### src/rtl/spi_reg_bank.sv
// Configuration register bank behind the SPI slave byte decoder.
// Takes one-cycle byte strobes and commits writes to the RW registers.
// Returns registered read data for every accepted strobe.
// Counts writes aimed at read-only or unmapped addresses; the count saturates.
module spi_reg_bank #(
    parameter int         NUM_RW    = 32,
    parameter int         NUM_RO    = 4,
    parameter logic [7:0] RESET_VAL = 8'h00
) (
    input  logic                spi_clk,
    input  logic                rstn,
    input  logic                cs,
    input  logic                byte_valid,
    input  logic                is_write,
    input  logic [6:0]          addr,
    input  logic [7:0]          wdata,
    input  logic [NUM_RO*8-1:0] status_in,
    output logic [NUM_RW*8-1:0] regs_out,
    output logic [7:0]          rdata,
    output logic                rdata_valid,
    output logic                wr_stb,
    output logic [6:0]          wr_addr,
    output logic [7:0]          wr_err_cnt
);

    typedef enum logic [1:0] {IDLE, HEADER, DATA} state_t;

    state_t              state;
    state_t              state_next;
    logic [NUM_RW*8-1:0] regs_q;
    logic [7:0]          rd_val;
    logic                accept;
    logic                in_rw;
    logic                wr_hit;
    logic                wr_err;

    // Saturating increment for the illegal-write counter.
    function automatic logic [7:0] sat_inc(input logic [7:0] v);
        return (v == 8'hFF) ? 8'hFF : v + 8'h01;
    endfunction

    // FSM state register.
    always_ff @(posedge spi_clk) begin
        if (!rstn) state <= IDLE;
        else       state <= state_next;
    end

    // Next state and strobe qualification; cs low always wins.
    // A strobe that arrives while the FSM is still in IDLE is dropped.
    always_comb begin
        state_next = state;
        accept     = 1'b0;
        if (!cs) begin
            state_next = IDLE;
        end else begin
            case (state)
                IDLE:    state_next = HEADER;
                HEADER:  if (byte_valid) begin
                             state_next = DATA;
                             accept     = 1'b1;
                         end
                DATA:    accept = byte_valid;
                default: state_next = IDLE;
            endcase
        end
    end

    // Write decode: only DATA bytes may write.
    // Writes above the RW range are counted as errors instead of being committed.
    always_comb begin
        in_rw  = ({1'b0, addr} < 8'(NUM_RW));
        wr_hit = accept && (state == DATA) && is_write && in_rw;
        wr_err = accept && (state == DATA) && is_write && !in_rw;
    end

    // Read mux: RW register, then live status, then zero for unmapped addresses.
    always_comb begin
        rd_val = 8'h00;
        for (int i = 0; i < NUM_RW; i++)
            if (addr == 7'(i)) rd_val = regs_q[i*8 +: 8];
        for (int i = 0; i < NUM_RO; i++)
            if ({1'b0, addr} == 8'(NUM_RW + i)) rd_val = status_in[i*8 +: 8];
    end

    // RW register storage; a write lands one edge after its strobe.
    always_ff @(posedge spi_clk) begin
        if (!rstn) begin
            regs_q <= {NUM_RW{RESET_VAL}};
        end else if (wr_hit) begin
            for (int i = 0; i < NUM_RW; i++)
                if (addr == 7'(i)) regs_q[i*8 +: 8] <= wdata;
        end
    end

    // Registered response outputs.
    // rdata captures the pre-write value, so a read-modify on the same address sees old data.
    always_ff @(posedge spi_clk) begin
        if (!rstn) begin
            rdata       <= 8'h00;
            rdata_valid <= 1'b0;
            wr_stb      <= 1'b0;
            wr_addr     <= 7'h00;
            wr_err_cnt  <= 8'h00;
        end else begin
            rdata_valid <= accept;
            wr_stb      <= wr_hit;
            if (accept) rdata      <= rd_val;
            if (wr_hit) wr_addr    <= addr;
            if (wr_err) wr_err_cnt <= sat_inc(wr_err_cnt);
        end
    end

    assign regs_out = regs_q;

endmodule
### config.mk
export PLATFORM = sky130hd
export DESIGN_NAME = spi_reg_bank
export DESIGN_NICKNAME = d
export VERILOG_FILES = /design/src/rtl/spi_reg_bank.sv
export SDC_FILE = /design/constraint.sdc
export NUM_CORES = 1
export LEC_CHECK = 0
export CAP_MARGIN = 10
export CORE_MARGIN = 10
export CORE_UTILIZATION = 45
export DETAILED_ROUTE_END_ITERATION = 6
export GPL_ROUTABILITY_DRIVEN = 1
export GPL_TIMING_DRIVEN = 0
export PLACE_DENSITY = 0.73
export SKIP_CTS_REPAIR_TIMING = 1
export SLEW_MARGIN = 40
export SYNTH_ARGS = -nofsm -noshare
export SYNTH_HDL_FRONTEND = slang
export SYNTH_SLANG_ARGS = --single-unit
### constraint.sdc
create_clock -name spi_clk -period 2.9 [get_ports spi_clk]
set_input_delay 0.58 -clock spi_clk [delete_from_list [all_inputs] [get_ports spi_clk]]
set_output_delay 0.58 -clock spi_clk [all_outputs]
set_load 0.02 [all_outputs]
**M1 wires**

Scale bar: 50 um. Cells faint in the background.
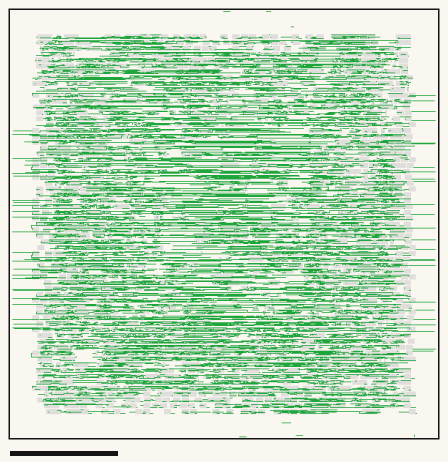
wire length on this layer	31.3 mm
nets with wire on the layer	2102
met1 Track Usage GR: 51.3%
Vias: 17.4k
DRT Wirelength: 81.7 mm

**Signal wires on met2**

Scale bar: 50 um. Cells faint in the background.
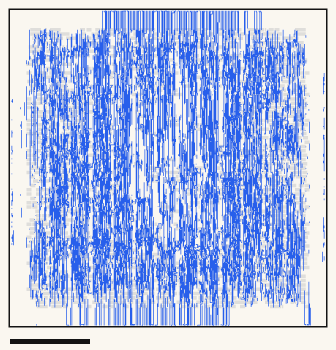
nets with wire on the layer	1939
longest straight run	88.4 um
share of all routed wire	42%
wire length on this layer	34.5 mm

**Metal 3**

Scale bar: 50 um. Cells faint in the background.
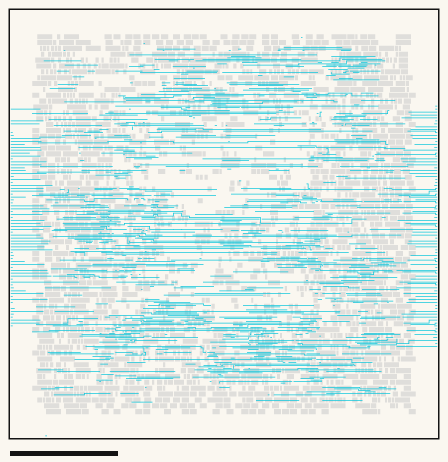
longest straight run	122 um
main direction	horizontal
nets with wire on the layer	526

==> results.cfg <==
; yosys + openroad results
[final_layout]
final_cell_mix = nand2_1 (353), clkdlybuf4s50_1 (329), dfxtp_1 (283)
fillerInstances = 2780

[logic_synthesis]
syn-cell-area_um2 = 14400
synthArstFlopShare_pct = 0
synth_warnings = 0
yosys.area.top_type_share_pct = 39.4
yosys_most_used_dff = dfxtp_1
synthDominantAreaCellType = dfxtp_1
synth.lib_cells_used.distinct = 83
synth.net_count = 1874

[pwr]
leakage_uw = 0.00657
post-layout-total-power_uw = 8680

[setup_path]
timing.critical_path.slowest_stage_cell = clkdlybuf4s50_1
crit_family = AND-OR/OR-AND gates
cp_cell_sequence = clkdlybuf4s50_1 > buf_4 > nor2b_1 > buf_2 > o2bb2ai_1 > a222oi_1 > o21ai_1 > nand3_1 > a221o_1 > a21oi_1
critPathLaunchType = input port
critical_path_buf_inv_count = 3
ff2ff_path_depth = 12

[timing]
slew_headroom_pct = 34.0
timing.final.ws_setup_ps = -74.2
final-setup-viol-count = 5
timing.final.crit_share_pct = 103
period_minus_slack_ps = 2970

[global_routing]
antenna_violations_before_repair = 1
gr-total-overflow = 0
grt_pass1_vias = 16231
grt_first_pass_wirelength_mm = 114

[placement]
half_perimeter_wire_length_of_the_detailed_placement_result_mm = 60.6
count_of_buffers_inserted_at_the_top_level_ports = 332

[floorplanning]
fp-row-count = 65
die_y_um = 199

[drt]
detail_route.iter0.violations = 2669
detail-route-antenna-nets = 0
route.detailed.wl_per_inst_um = 31.2

[clock_tree]
clk_latency_ps = 580

[outcome]
violations = negative setup slack
outcome = finished, violations left
[metal layers]
metal | up-vias | track usage (%) | share of wire [%]
met3 | 250 | 12.8 | 15
met1 | 8400 | 51.3 | 38
met2 | 1453 | 58.0 | 42
met4 | 0 | 15.9 | 5.0
li1 | 7257 | - | -
met5 | - | 0 | 0
[synth_stat cells, types with 4 or more instances]
master and n:
nand2_1 358, o221ai_1 7, o2bb2ai_1 5, nor3_1 22, nor2_2 5, and3_1 16, buf_2 61, mux2i_1 41
dfxtp_1 283, a221o_1 4, a21boi_0 175, a221oi_1 8, buf_4 11, nor2b_1 14, o22ai_1 23, a2bb2oi_1 6
nand3_1 255, nand2b_1 8, a21oi_1 130, nor2_1 60, a21o_1 4, buf_1 7, mux2_2 14, inv_1 10
a211oi_1 14, a22oi_1 8, a31oi_1 7, clkbuf_1 75, o21ai_0 56, mux4_2 12, or3_1 6, o31ai_1 4
nor4_1 6, o211ai_1 9, nand4_1 8, ha_1 5, and2_1 8
[metrics by stage]
stage	hold WS (ps)	setup TNS, ps	utilization, %	std cells	setup WS [ps]
after CTS	467	-63320	60.9	2607	-595
after detailed placement	458	-175890	57.7	2551	-1120
after global routing	492	-183	62.1	2618	-45.9
after floorplan	487	0	-	1817	648
final	469	-169	62.1	2621	-74.2
after global placement	449	-187610	57.7	2551	-1200
[where the power goes]
part | internal, uW | total, uW | switching, uW
Clock | 2260 | 3990 | 1730
Sequential | 3890 | 3900 | 4.68
Combinational | 239 | 792 | 553
[flip-flops by register name, summed over array words and instances, names as in the netlist]
| signal | cells |
|---|---|
| state | 2 |
| wr_err_cnt | 8 |
| regs_out | 256 |
| wr_addr | 7 |
| rdata | 8 |
| wr_stb | 1 |
| rdata_valid | 1 |
[kinds of logic (layout without fill, tap and decap cells)]
logic type | after synthesis | after routing | share of synthesized area [%]
xor gates and xnor gates | 2 | 2 | 0.122
other | 0 | 3 | 0
adders and majority gates | 5 | 5 | 0.435
and+or+nand+nor | 797 | 797 | 25.8
AOI/OAI and AO/OA | 494 | 494 | 23.0
DFF | 283 | 283 | 39.4
buffers and inverters | 169 | 568 | 5.35
muxes | 67 | 67 | 5.83
[cell type report]
type | instances | share of cell area [%]
multi-input combinational | 1365 | 41.2
sequential | 283 | 28.9
timing repair buffer | 344 | 17.6
clock buffer | 43 | 4.65
buffer | 156 | 4.25
tap | 402 | 2.57
clock inverter | 13 | 0.505
inverter | 12 | 0.249
antenna | 3 | 0.0383
[worst reg2reg max path: stages, from the launching register on]
cell and delay, ps:
dfxtp_1 380, inv_1 80, ha_1 300, and3_1 180, buf_6 120, and3_1 160
buf_2 150, nand2_1 130, nor2_4 270, buf_4 260, clkbuf_4 310, nand3_1 110
a21boi_0 240
[worst paths after layout]
path                            startpoint      endpoint  slack (ps)
worst max-delay path               addr[1]      rdata[4]         -70
worst min-delay path            wr_addr[2]    wr_addr[2]         470
worst min register to register  wr_addr[2]    wr_addr[2]         470
worst max register to register    state[0]  regs_out[53]         110
No activity file was given, so power comes from the tool's default toggle rates.
